Congestion heat map:
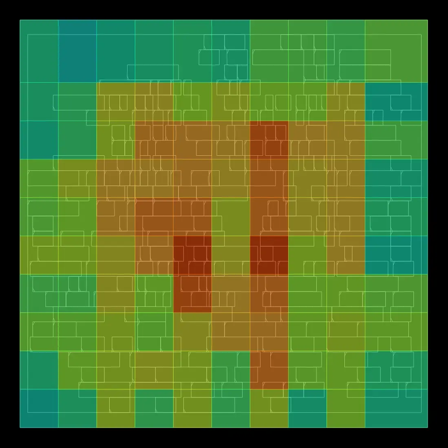
Placement density heat map:
7 x 7 tiles, from black (low) to pale yellow (high), 0 to 100% covered.
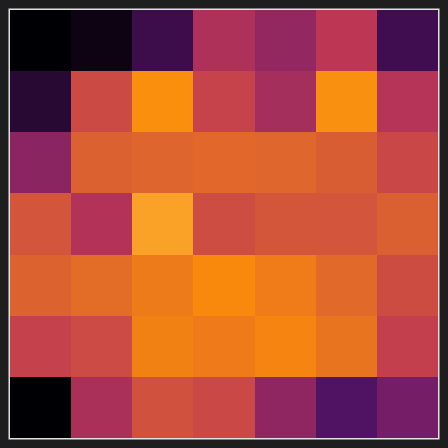
Sequential cells colored by netlist name:
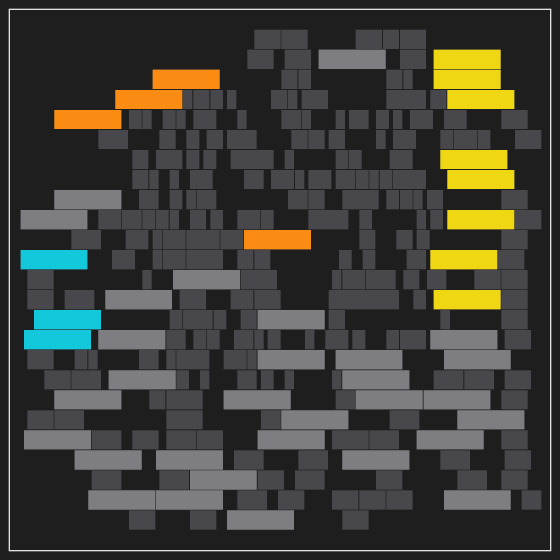
Drive-strength map:
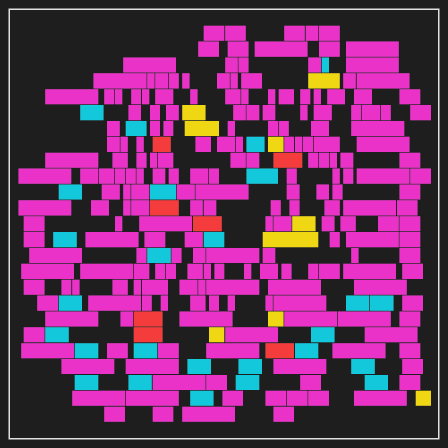
Design interp_mux_sequencer, sky130hd; sources not shown.
==> Changelog: implementation <==
### Implementation results

* # diodes at 0
* Synthesis Warnings at 0
* CP max FO at 10
* Worst skew pair latency at approximately 0.30 ns
* CTS H-tree depth at 2
* CTS clk-pin slew, worst paths at approximately 0.090 ns
* Yosys top cell area share at 49.2%
* Adder Area Share at 1.09%
* DRT antenna net count at 0
* Post-CTS sizing at 0
* Synth Flop Type: dfrtp_1
* Worst Tran Pin Value at 0.695 ns
* CP arrival at 3.31 ns
* Cell taking the most area after synthesis: dfrtp_1
* Fin crit share at 76.0%
* Gr usage total at 19.9%
* Post-DP HPWL at between 3000 and 4000 um
* Status: completed
* Post-synthesis instance total at 214
* CP Launch Type: input pin
* Mapped Area at 0.00229 mm2
* Clock Root Buffer: clkbuf_8
* Grt total ovfl at 0
* P_leak at roughly 1.2 nW
* Total CTS buffers at 5
* Clock skew at 0.00337 ns
* Power Dens Cells at about 600 mW/mm2
* CTS Buffer Depth at 2
* Setup TNS at 0 ns
* Post-CTS setup buffer count at 0
* RSZ-0062 raised after global routing: no
* Nets at ~270
* Final Hold Vio Count at 0
* Drt pass-1 iters at 4
* Initial antenna violation count at 0
* Largest family of logic cells by area: AND-OR/OR-AND gates
* Worst setup EP type: flop
* CTS tree: yes
* Hold path cells at 1
* Tightest Hold Check Type: reg -> reg
* Residual DRC at 0
* Mean Syn Cell Area at 10.7 um2
* Vias in the first global route at 1740
* Die height at 73.4 um
* CTS Hold Bufs at 0
* Min cycle time layout at 3.12 ns
* Top cells by area: dfrtp_1 49%, mux2_2 9.8%, o21ai_0 3.7%
* Yosys cell count at between 200 and 250
* Post-Syn Nets at 234
* Average wire per standard cell at approximately 15 um
* Worst slew margin at 53.6%
* Xor/xnor share at between 1 and 1.5%
* DP Worst Slack at about 0.65 ns
* # clock sinks at 45
* Critical path class: in -> reg
* Register share after synthesis at 49.2%
* Via count at 1827
* Vias per cell at roughly 5.7
* Top cells by count: 45 x dfrtp_1, 20 x mux2_2, 18 x nand2_1
* Global-route wire length before repair at 8200 um
* Total routed wirelength at 4830 um
* Setup violators final at 0
* Site Rows at 25
* Ao+oa area frac at between 10% and 20%
* MaxCap Viol Count at 0
* Fmax at 0.321 GHz
* Synth async-reset ratio at 100%
* Peak VDD IR at 0.345 mV
* Port buffer count at 42
* Synth Area in Simple Gates at 17.2%
* Synth top cell by count: dfrtp_1
* CP max stage cell: clkdlybuf4s50_1
* Max-slew violations at 0
* DRT iter0 DRCs at 80
* Final RePlAce weighted congestion at approximately 0.8
* R2R Setup Slk at 1.47 ns
* Largest net degree at the start of global routing at 46
* Number of flops mapped to enable cells by yosys at 0
* Die Wd at 73.4 um
* Mux share at 10.5%
Notes on 'congestion heat map' above:
GR Util met2: 32.5%
GR Util met1: 26.7%
met3 Resource Use GR: 4.12%

Notes on 'placement density heat map' above:
nearly empty tiles	4.1%
tiles over 75% full	6.1%
emptiest ninth of the die	north-west
fullest tile	80%
mean over tiles	52%
CORE AREA: 0.00482 mm2
fin util: 59.2%
fp_density: 47.6%

Notes on 'sequential cells colored by netlist name' above:
name in the netlist	color	flops
out_phase	cyan	3
sel	yellow	8
en_q	orange	4
not colored	30
register area: 0.00113 mm2
Seq. pwr: 0.772 mW
sequential cell area share: 39.5%

Notes on 'drive-strength map' above:
size	color	cells	share
x1 and smaller	magenta	213	84%
x3 and x4	yellow	9	3.5%
x6 and larger	red	7	2.7%
x2	cyan	26	10%
final worst slack: 0.983 ns
design area: 0.00285 mm2
area added between synthesis and finish: 24.5%
nonclk buf count: 44

## power breakdown
part           switching, mW  total, mW  internal (mW)  leakage (nW)
Combinational          0.271      0.662          0.390         0.557
Clock                  0.156      0.295          0.139        0.0478
Sequential             0.169      0.772          0.604         0.567
Total                  0.596       1.73           1.13          1.17
## critical path, delay by kind of cell
family,cells,cell delay (ns)
simple gates,2,0.69
compound gates,1,0.42
buf+inv,2,0.66
mux,1,0.30
## logic make-up after synthesis
group | count (synthesis)
AND/OR/NAND/NOR | 71
adder cells (fa/ha/maj) | 2
XOR/XNOR | 3
multiplexers | 21
buffers and inverters | 17
flip-flops | 45
AND-OR/OR-AND | 55
## per-stage QoR
step / instance area, um2 / power [mW] / cells / util [%] / hold WS (ns)
final: 2850 / 1.73 / 322 / 59.2 / 0.481
after global routing: 2850 / 1.85 / 322 / 59.2 / 0.525
after CTS: 2850 / 1.74 / 322 / 59.2 / 0.486
after detailed placement: 2750 / 1.44 / 314 / 57.1 / 0.476
after global placement: 2750 / 1.43 / 314 / 57.1 / 0.469
after floorplan: 2290 / 1.15 / 214 / - / 0.469
## layer usage
metal  vias to the layer above  track usage [%]  routed length [um]
li1                        874                -                   -
met1                       898             26.7                2370
met5                         -                0                   0
met4                         0             5.77                  48
met2                        51             32.5                2190
met3                         4             4.12                 222
## placed cells by master (no fill, tap or decap), drive strengths merged, types with 2 or more instances in the layout
master	instances
xor2	3
or3	3
a31oi	4
o211ai	5
o31ai	2
nor2b	8
nand3	7
clkbuf	6
o21ai	18
clkdlybuf4s50	41
and3	3
nand4	2
buf	3
ha	2
a21oi	6
nor4	4
nor3	8
a2bb2oi	2
a21boi	2
mux2	21
a22o	4
o2111ai	3
nor2	9
nand2	18
dfrtp	45
inv	7
or3b	2
o41ai	2
## area by class of cell
class,instances,area [um2]
tap,67,83.8
clock inverter,2,16.3
fill,429,1960
inverter,6,22.5
sequential,45,1130
multi-input combinational,152,1090
timing repair buffer,44,433
clock buffer,6,82.6
No activity file was given, so power comes from the tool's default toggle rates.
